**Run 1: track usage over the die**

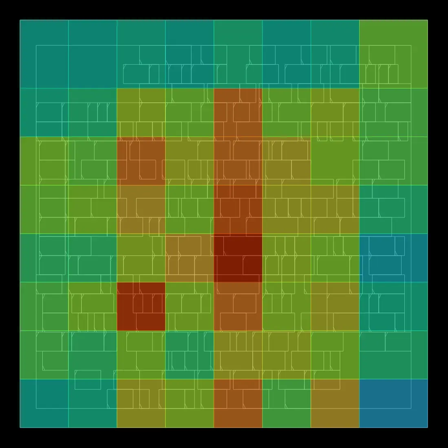
**Run 1: zoomed window**

Region (34, 34) to (54, 54) um. Cells in grey, sequential cells in the stronger grey; small squares are vias.
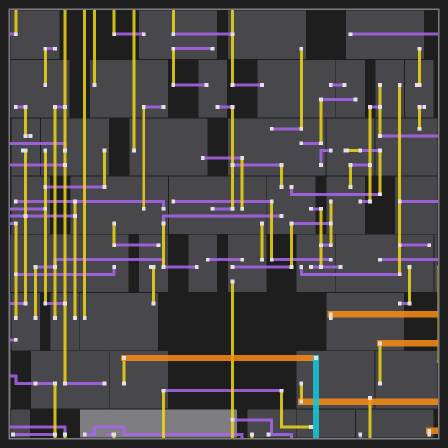
**Run 1: cells coloured by class**

(8 px per um) Fill, decap, tap and diode cells in grey.
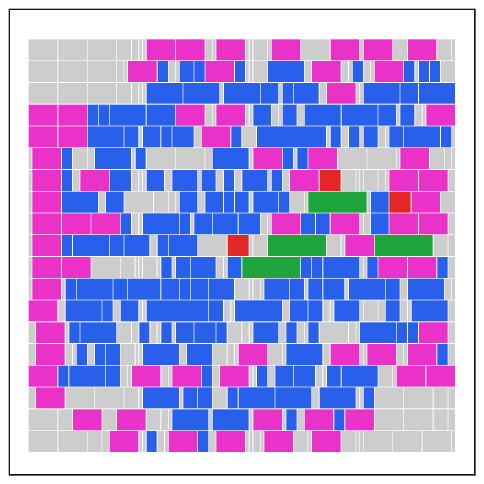
===== src/rtl/comparator_32x2.sv =====
// rtl/comparator_32x2.sv - registered signed/unsigned magnitude comparator, 1-cycle latency
// Optional CMP_UNSIGNED_SEL_EN adds is_unsigned to select an unsigned compare per operand pair.
module comparator_32x2 #(
    parameter int WIDTH = 32
) (
    input  logic             clk,
    input  logic             reset,
    input  logic             in_valid,
    input  logic [WIDTH-1:0] a,
    input  logic [WIDTH-1:0] b,
`ifdef CMP_UNSIGNED_SEL_EN
    input  logic             is_unsigned,
`endif
    output logic             out_valid,
    output logic             lt,
    output logic             eq,
    output logic             gt
);

    localparam int NSL = (WIDTH + 3) / 4;
    localparam int PW  = NSL * 4;

    logic             w_flip;
    logic [WIDTH-1:0] w_a_k;
    logic [WIDTH-1:0] w_b_k;
    logic [PW-1:0]    w_a_ext;
    logic [PW-1:0]    w_b_ext;
    logic [NSL-1:0]   w_sl_lt;
    logic [NSL-1:0]   w_sl_eq;
    logic             w_lt;
    logic             w_gt;
    logic             w_eq;
    logic             w_done;

`ifdef CMP_UNSIGNED_SEL_EN
    assign w_flip = ~is_unsigned;
`else
    assign w_flip = 1'b1;
`endif

    // Inverting both sign bits maps two's complement order onto unsigned order,
    // so the slice tree below only ever does unsigned magnitude compares.
    assign w_a_k   = {a[WIDTH-1] ^ w_flip, a[WIDTH-2:0]};
    assign w_b_k   = {b[WIDTH-1] ^ w_flip, b[WIDTH-2:0]};
    assign w_a_ext = PW'(w_a_k);
    assign w_b_ext = PW'(w_b_k);

    for (genvar s = 0; s < NSL; s++) begin : g_slice
        assign w_sl_lt[s] = w_a_ext[4*s +: 4] <  w_b_ext[4*s +: 4];
        assign w_sl_eq[s] = w_a_ext[4*s +: 4] == w_b_ext[4*s +: 4];
    end

    // The most significant unequal slice decides the result.
    always_comb begin
        w_lt   = 1'b0;
        w_gt   = 1'b0;
        w_done = 1'b0;
        for (int s = NSL - 1; s >= 0; s--) begin
            if (!w_done && !w_sl_eq[s]) begin
                w_done = 1'b1;
                w_lt   = w_sl_lt[s];
                w_gt   = ~w_sl_lt[s];
            end
        end
    end

    assign w_eq = ~w_done;

    logic r_out_valid;
    logic r_lt;
    logic r_eq;
    logic r_gt;

    always_ff @(posedge clk) begin
        if (reset) begin
            r_out_valid <= 1'b0;
            r_lt        <= 1'b0;
            r_eq        <= 1'b0;
            r_gt        <= 1'b0;
        end else begin
            r_out_valid <= in_valid;
            if (in_valid) begin
                r_lt <= w_lt;
                r_eq <= w_eq;
                r_gt <= w_gt;
            end
        end
    end

    assign out_valid = r_out_valid;
    assign lt        = r_lt;
    assign eq        = r_eq;
    assign gt        = r_gt;

endmodule


===== config.mk =====
export PLATFORM = sky130hd
export DESIGN_NAME = comparator_32x2
export DESIGN_NICKNAME = d
export VERILOG_FILES = /design/src/rtl/comparator_32x2.sv
export SDC_FILE = /design/constraint.sdc
export NUM_CORES = 1
export LEC_CHECK = 0
export ABC_CLOCK_PERIOD_IN_PS = 4390
export CAP_MARGIN = 20
export CORE_MARGIN = 2
export CORE_UTILIZATION = 41
export CTS_CLUSTER_DIAMETER = 50
export DETAILED_ROUTE_END_ITERATION = 12
export HOLD_SLACK_MARGIN = 0.06
export PLACE_DENSITY = 0.87
export SLEW_MARGIN = 15
export SYNTH_ARGS = -nofsm -noshare
export SYNTH_HDL_FRONTEND = slang
export SYNTH_SLANG_ARGS = --single-unit

===== constraint.sdc =====
create_clock -name clk -period 4.39 [get_ports clk]
set_input_delay 0.878 -clock clk [delete_from_list [all_inputs] [get_ports clk]]
set_output_delay 0.878 -clock clk [all_outputs]
set_load 0.05 [all_outputs]

==> results.tsv, run 1 <==
metric	value	unit
cts_buffers	3	
ys_chip_area	1196	um2
path_max_fanout	8	
buf_share	0.3578	
clk_share	0.01150	
dp_hpwl	2547	um
ant_nets	0	
comb_area_frac	0.4971	
setup_violations	0	
power_switching	0.00008812	W
clkTransAtPathRegs	0.04	ns
ys_sh_mux	0	
cts_setup_buffers	0	
pre_cts_ws	1.370	ns
top_cells_by_count	inv_1 (38), ha_1 (32), a21oi_1 (12)	
tap_cells	31	
logic_area	973.4	um2
most_common_cell	inv_1	
cp_top_family	simple AND/OR/NAND/NOR gates	
n_all_buffers	70	
grt_pass1_vias	1276	
warning_count	26	
max-vdd-ir-drop	136.8	uV
drive_gt1_frac	0.05556	
clock_latency	0.23	ns
async_reset_ff_frac	0	
crit_start	b[27]	
yosys.cell_types.count	36	
cts_tree	built	
seq_area	80.08	um2
cts_max_path_buffers	2	
fp_util	0.4338	
synthAoiAreaFrac	0.1946	
dominant-cell-class	combinational gates	
inv_count	38	
cp_cell_sequence	clkdlybuf4s50_1 > inv_1 > ha_1 > nand4_2 > nor3_4 > nand3_2 > nor2_2 > a22oi_1 > a311oi_1	
slew_headroom	0.6568	
whs_path_depth	2	
dp.cells	262	
status	finished, final reports clean	
r2r-start	gt$_SDFFE_PP0P_	
ctsHoldBuffers	0	
grt_pass1_wl	4878	um
clkPwrFrac	0.177	
About 'track usage over the die':
All-Layer GR Usage: 0.1755
Layout Utilization: 0.7101
drt wl/cell: 10.33 um

About 'zoomed window':
Key: met4 = cyan; met2 = yellow; met3 = orange; met1 = purple
42 logic cells have their middle in the window. Netlist names of flops here include `eq` (1). Sequential cells in the window: 1. Most frequent: clkdlybuf4s50_1 (14), inv_1 (7), ha_1 (6).

About 'cells coloured by class':
Key: other buffers and delay cells = magenta [cells 70]; flops = green [cells 4]; all other logic = blue [cells 157]; cells driving clock nets = red [cells 3]
CORE AREA: 2758 um2
final instance area: 1958 um2
row count: 19
register share of the cell area: 0.04089

-- run 1: metal layers --
layer / share of wire / up-vias / global-route usage / routed length (um)
met5: 0 / - / 0 / 0
met4: 0.012 / 0 / 0.03322 / 33
met3: 0.072 / 4 / 0.03795 / 197
met2: 0.48 / 51 / 0.3247 / 1321
met1: 0.43 / 566 / 0.2076 / 1186
li1: - / 725 / - / -
-- run 1: power by group through the flow --
stage	registers (W)	logic, W	clock network [W]
2_1_floorplan	0.0000490	0.0000813	0
3_3_place_gp	0.0000407	0.000167	0
3_5_place_dp	0.0000408	0.000170	0
4_1_cts	0.0000402	0.000171	0.0000469
5_1_grt	0.0000406	0.000191	0.0000501
6_report	0.0000402	0.000170	0.0000452
**Run 1: supply network**

(6 px per um) Pins as bars on the die edge.
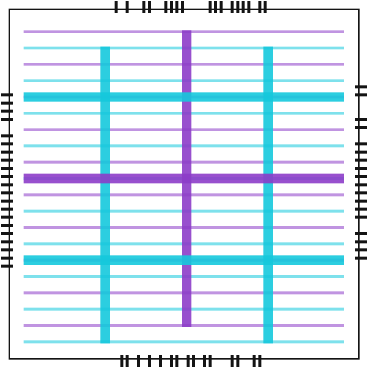

==> inputs of run 2 (changes only) <==
--- a/config.mk
+++ b/config.mk
@@ -5,14 +5,14 @@
 export SDC_FILE = /design/constraint.sdc
 export NUM_CORES = 1
 export LEC_CHECK = 0
-export ABC_CLOCK_PERIOD_IN_PS = 4390
+export ABC_CLOCK_PERIOD_IN_PS = 2610
 export CAP_MARGIN = 20
 export CORE_MARGIN = 2
-export CORE_UTILIZATION = 41
+export CORE_UTILIZATION = 38
 export CTS_CLUSTER_DIAMETER = 50
 export DETAILED_ROUTE_END_ITERATION = 12
 export HOLD_SLACK_MARGIN = 0.06
-export PLACE_DENSITY = 0.87
+export PLACE_DENSITY = 0.81
 export SLEW_MARGIN = 15
 export SYNTH_ARGS = -nofsm -noshare
 export SYNTH_HDL_FRONTEND = slang
==> constraint.sdc (replaced) <==
create_clock -name clk -period 2.61 [get_ports clk]
set_input_delay 0.522 -clock clk [delete_from_list [all_inputs] [get_ports clk]]
set_output_delay 0.522 -clock clk [all_outputs]
set_load 0.05 [all_outputs]
**Run 2: supply network**

(6 px per um) Pins as bars on the die edge.
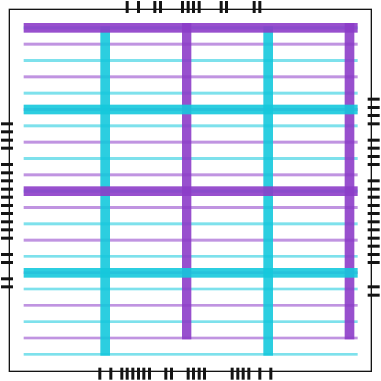
Key: VSS = cyan; VDD = purple
21 met1 rails follow the rows. 4 straps on met5. 4 straps on met4. 71 signal pins sit on the boundary. The core has 20 rows.
CORE AREA: 3028 um2
die width: 60.11 um

**Run 2: cells coloured by class**

(8 px per um) Fill, decap, tap and diode cells in grey.
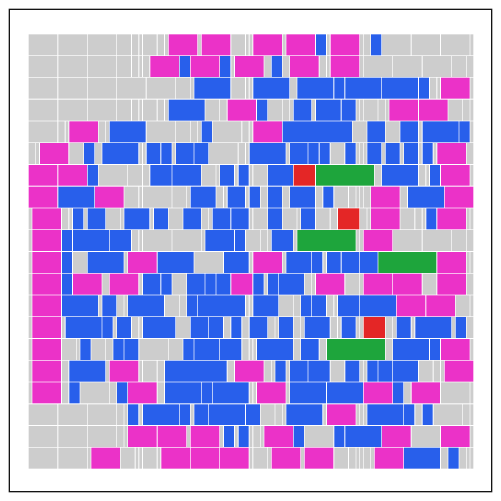
Key: other buffers and delay cells = magenta [cells 71]; all other logic = blue [cells 157]; cells driving clock nets = red [cells 3]; flops = green [cells 4]
row count: 20
final instance area: 1982 um2
Layout Utilization: 0.6545

==> results.tsv, run 2 <==
metric	value	unit	change
status	finished, final reports clean		
inv_count	38		unchanged
max-vdd-ir-drop	88.99	uV	-35%
cp_cell_sequence	clkdlybuf4s50_1 > inv_1 > ha_1 > nand4_2 > nor3_4 > nand3_2 > nor2_2 > a22oi_1 > a311oi_1		
slew_headroom	0.6652		+0.008417
clk_share	0.01136		-0.0001379
power.group.top	combinational logic		
p_comb	0.000286	W	+68%
fp_util	0.3950		-0.03872
grt_pass1_vias	1311		+2.7%
clkTransAtPathRegs	0.04	ns	about the same
met3_length	208	um	+5.6%
grt_use_met3	0.03030		-0.007643
wl_met1	1202	um	+1.3%
wl_per_cell	9.735	um	-5.8%
logic_area	973.4	um2	unchanged
ant_nets	0		unchanged
p_clk	0.0000768	W	+70%
dominant-cell-class	combinational gates		
cts_setup_buffers	0		unchanged
cts_max_path_buffers	2		unchanged
wl_met2	1306	um	-1.1%
pg_seq	0.0000677	W	+68%
top_cells_by_count	inv_1 (38), ha_1 (32), a21oi_1 (12)		
grt_pass1_wl	4788	um	-1.8%
cp_top_family	simple AND/OR/NAND/NOR gates		
warning_count	26		unchanged
comb_area_frac	0.4912		-0.005962
ctsHoldBuffers	0		unchanged
path_max_fanout	6		-2
busiest_layer	met2		
dp.cells	276		+5.3%
setup_violations	0		unchanged
use_met1	0.1836		-0.02403
most_common_cell	inv_1		
grtUsageMet2	0.3183		-0.006352
tap_cells	44		+42%
clkPwrFrac	0.178		about the same
ys_chip_area	1196	um2	unchanged
cts_buffers	3		unchanged
drive_gt1_frac	0.05957		+0.004019
power_switching	0.0001487	W	+69%
yosys.cell_types.count	36		unchanged
buf_share	0.3573		-0.0005038
n_all_buffers	71		+1.4%
pre_cts_ws	0.06272	ns	-1.307 ns
grt_usage	0.1653		-0.01025
dp_hpwl	2511	um	-1.4%
## run 2: cell types whose count changed in the layout (fill, tap and decap cells not counted)
cell,delta
buf_4,+1
## run 2: final timing paths
path	start	to	slack, ns	cells past startpoint
worst min register to register	eq$_SDFFE_PP0P_	eq$_SDFFE_PP0P_	0.49	2
worst max-delay path	b[27]	lt$_SDFFE_PP0P_	0.28	9
worst min-delay path	eq$_SDFFE_PP0P_	eq$_SDFFE_PP0P_	0.49	2
worst max register to register	gt$_SDFFE_PP0P_	gt$_SDFFE_PP0P_	1.58	4
## run 2: logic make-up after synthesis
logic type / Yosys count / synth area share
buf+inv: 38 / 0.1192
compound gates: 37 / 0.1946
flops: 4 / 0.06695
fa+ha+maj: 32 / 0.3347
simple gates: 50 / 0.2845
No activity file was given, so power comes from the tool's default toggle rates.
